**Wire density map**

(3 px per um) 27 x 27 tiles, from black (low) to pale yellow (high), scaled to the fullest tile. Values are wire area over tile area, all layers added.
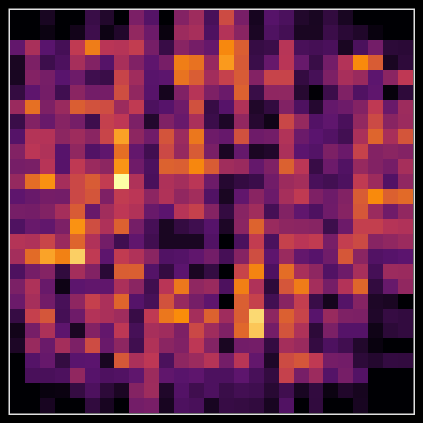
**M3 wires**

(4 px per um)
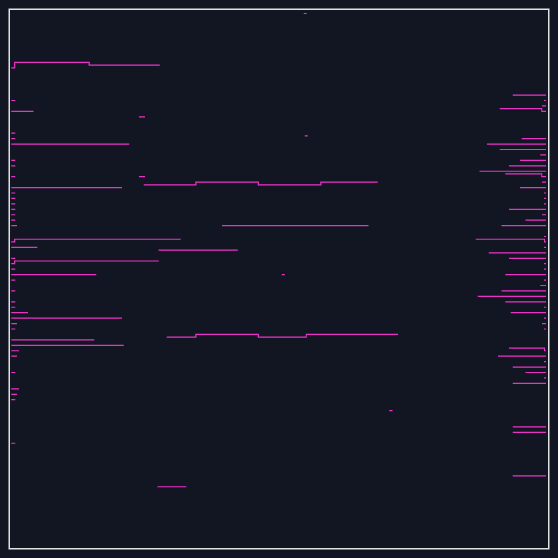
**Sequential cells coloured by netlist name**

(3 px per um)
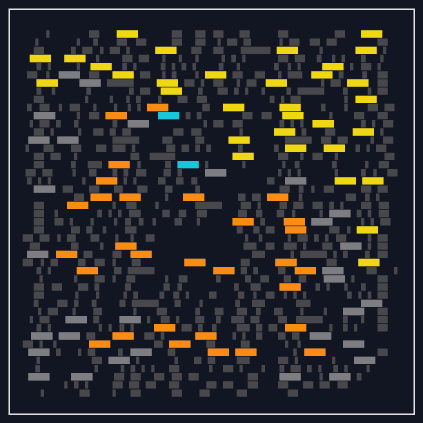
**src/rtl/pc_fetch_unit.sv**
```systemverilog
// Instruction fetch stage: owns the PC, issues one imem request at a time,
// and presents the fetched instruction to decode until it is consumed or flushed.
module pc_fetch_unit #(
  parameter logic [31:0] RESET_PC = 32'h0000_0000
) (
  input  logic        clock,
  input  logic        reset,
  input  logic        redirect_valid,
  input  logic [31:0] redirect_pc,
  output logic        imem_req_valid,
  input  logic        imem_req_ready,
  output logic [31:0] imem_req_addr,
  input  logic        imem_rsp_valid,
  input  logic [31:0] imem_rsp_data,
  output logic        if_valid,
  input  logic        if_ready,
  output logic [31:0] if_pc,
  output logic [31:0] if_instr
);

  typedef enum logic [1:0] {S_REQ, S_WAIT, S_DROP, S_HOLD} state_t;

  state_t      state;
  state_t      state_next;
  logic [31:0] pc;
  logic [31:0] target;
  logic        capture;

  assign target  = redirect_pc & ~32'd3;
  assign capture = (state == S_WAIT) && imem_rsp_valid && !redirect_valid;

  always_ff @(posedge clock) begin
    if (reset) begin
      state <= S_REQ;
    end else begin
      state <= state_next;
    end
  end

  // S_DROP exists so a response to a redirected-away request is swallowed
  // before the next request goes out; only one request is ever in flight.
  always_comb begin
    state_next = state;
    unique case (state)
      S_REQ: begin
        if (!redirect_valid && imem_req_ready) state_next = S_WAIT;
      end
      S_WAIT: begin
        if (redirect_valid) begin
          state_next = imem_rsp_valid ? S_REQ : S_DROP;
        end else if (imem_rsp_valid) begin
          state_next = S_HOLD;
        end
      end
      S_DROP: begin
        if (imem_rsp_valid) state_next = S_REQ;
      end
      S_HOLD: begin
        if (redirect_valid || if_ready) state_next = S_REQ;
      end
      default: state_next = S_REQ;
    endcase
  end

  always_comb begin
    imem_req_valid = (state == S_REQ) && !redirect_valid;
    imem_req_addr  = pc;
  end

  // A redirect always wins the pc, whatever state the fetch is in.
  always_ff @(posedge clock) begin
    if (reset) begin
      pc       <= RESET_PC;
      if_valid <= 1'b0;
      if_pc    <= 32'd0;
      if_instr <= 32'd0;
    end else begin
      if (redirect_valid) begin
        pc <= target;
      end else if (capture) begin
        pc <= pc + 32'd4;
      end

      if (capture) begin
        if_valid <= 1'b1;
        if_pc    <= pc;
        if_instr <= imem_rsp_data;
      end else if ((state == S_HOLD) && (redirect_valid || if_ready)) begin
        if_valid <= 1'b0;
      end
    end
  end

endmodule

```
**config.mk**
```make
export PLATFORM = sky130hd
export DESIGN_NAME = pc_fetch_unit
export DESIGN_NICKNAME = d
export VERILOG_FILES = /design/src/rtl/pc_fetch_unit.sv
export SDC_FILE = /design/constraint.sdc
export NUM_CORES = 1
export LEC_CHECK = 0
export CAP_MARGIN = 30
export CELL_PAD_IN_SITES_DETAIL_PLACEMENT = 2
export CELL_PAD_IN_SITES_GLOBAL_PLACEMENT = 2
export CORE_MARGIN = 4
export CORE_UTILIZATION = 25
export CTS_CLUSTER_DIAMETER = 50
export DETAILED_ROUTE_END_ITERATION = 6
export MAX_ROUTING_LAYER = met4
export PLACE_DENSITY_LB_ADDON = 0.1
export SYNTH_ARGS = -nofsm -noshare
export SYNTH_HDL_FRONTEND = slang
export SYNTH_SLANG_ARGS = --single-unit
export TNS_END_PERCENT = 1
```
**constraint.sdc**
```tcl
create_clock -name clock -period 5.6 [get_ports clock]
set_clock_uncertainty 0.2 [all_clocks]
set_input_delay 1.68 -clock clock [delete_from_list [all_inputs] [get_ports clock]]
set_output_delay 1.68 -clock clock [all_outputs]
set_load 0.01 [all_outputs]
```
==> summary.txt <==
run results: area growth from synthesis to final layout 51.36%, total of warnings raised by yosys 0, number of nets still failing antenna checks after routing 0, crit-path cells clkdlybuf4s50_1 > nor3_1 > clkdlybuf4s50_1, peak ir drop on the vdd network 131.9 uV, Root Buffer Master clkbuf_16, number of global-route vias before repair about 4400, number of DRC markers after the initial detailed-route iteration ~93, number of remaining DRC errors 0, Internal Pwr Total 0.001139 W, Leak Pwr between 1.5 and 2 nW, Inst Count DP between 800 and 900, post-CTS resize count 0, startpoint type of the worst setup path input pin, Synth Instances roughly 500, CTS tree yes, required time reported for the critical path endpoint around 3.7 ns, async set-or-reset flop fraction in the synthesized netlist 0, run status complete, no violations, TNS Setup 0 ns, fin crit share 0.8416, Insertion Delay late pin around 0.34 ns, Min Clock Period, post-route between 4 and 5 ns, Main area contributors dfxtp_1 (48%), nand2_1 (13%), a21oi_1 (8.8%), xnor2_1 (5.0%), nor2_1 (3.1%), number of port buffers approximately 160, HPWL Detailed between 10 and 15 mm, tool warnings 28, Critical Path End Type output port
Back to the opening pictures, 'wire density map':
mean over tiles: 0.12
fullest tile: 0.39
emptiest ninth of the die: bottom right
tiles over half the peak: 17%
nearly empty tiles: 6.0%
densest ninth of the die: left middle

Back to the opening pictures, 'M3 wires':
wire length on this layer: 792 um
main direction: horizontal
longest straight run: 41.4 um
nets with wire on the layer: 93
share of all routed wire: 5.5%

Back to the opening pictures, 'sequential cells coloured by netlist name':
legend:
  imem_req_addr:
    colour: orange
    flops: 30
  state:
    colour: cyan
    flops: 2
  if_instr:
    colour: yellow
    flops: 32

## metal layers
metal  share of wire  wire, um  GRT usage  up-vias
met5               0         0          -        -
met4           0.010       150    0.03959        0
met3           0.055       792    0.04694       12
met2            0.48      6909     0.2712      102
met1            0.46      6585     0.1984     1935
li1                -         -          -     1947
## cell usage in the layout (no fill, tap or decap), drive strengths merged, types with 3 or more instances in the layout
cell type,count
clkbuf,14
conb,4
clkdlybuf4s50,160
xnor2,23
nand3,8
or3,5
buf,7
nor2,33
inv,8
nand2,141
nor4,7
a21oi,70
nand4,7
nor3,8
o21ai,5
mux2i,3
a311oi,4
and4,3
dfxtp,95
a211oi,18
## final timing paths
check / from / endpoint / slack, ns / cells past startpoint
setup / recovery: redirect_valid / imem_req_valid / 0.89 / 3
hold / removal: if_instr[7] / if_instr[7] / 0.26 / 2
setup reg to reg: imem_req_addr[11] / imem_req_addr[27] / 3.12 / 5
hold reg to reg: if_instr[7] / if_instr[7] / 0.26 / 2
## per-stage QoR
step	setup slack (ns)	hold slack, ns	instance area [um2]	util
global route	0.8463	0.2791	6055	0.3925
floorplan	1.574	0.2805	4011	-
CTS	0.8847	0.2615	6055	0.3925
detailed placement	0.8881	0.2523	5767	0.3738
global placement	0.8609	0.2414	5739	0.3720
finish	0.8869	0.2556	6055	0.3925
## worst reg2reg max path, delay by kind of cell (launching register included)
kind	cells	cell delay, ns
AOI/OAI and AO/OA	1	0.23
xor gates and xnor gates	1	0.15
DFF	1	0.53
and+or+nand+nor	3	1.27
## power groups by stage
stage,clock network [W],logic [W],registers (W)
finish,0.000600,0.000180,0.000729
CTS,0.000629,0.000184,0.000730
floorplan,0,0.0000651,0.000744
global placement,0,0.000176,0.000743
detailed placement,0,0.000182,0.000745
global route,0.000660,0.000195,0.000734
## layout make-up
cell class	count	area share
Clock inverter	2	0.002273
Multi-Input combinational cell	358	0.3133
Tap cell	211	0.04360
Sequential cell	95	0.3141
Timing Repair Buffer	167	0.2765
Inverter	8	0.004960
Clock buffer	14	0.04526
## synthesized netlist by cell type (all sizes together) (3+ instances only)
master and n:
a21oi 70, dfxtp 95, mux2i 3, nand4 7, and4 3, nand2 141
nor4 7, buf 10, inv 8, o21ai 5, or3 5, clkbuf 31
nor2 33, xnor2 23, nand3 8, a311oi 4, nor3 8, a211oi 18
## cell families after synthesis
kind of cell / Yosys count / share of synthesized area
XOR/XNOR: 25 / 0.05474
other: 1 / 0.0009375
AND-OR/OR-AND: 103 / 0.1501
buffers and inverters: 49 / 0.05411
flip-flops: 95 / 0.4754
adder cells (fa/ha/maj): 1 / 0.003127
multiplexers: 3 / 0.007507
AND/OR/NAND/NOR: 222 / 0.2540
## state kept, by name, summed over array words and instances (netlist names)
register / flops
state: 2
if_pc: 30
if_valid: 1
if_instr: 32
imem_req_addr: 30
Power is estimated from default activity; no workload was simulated.
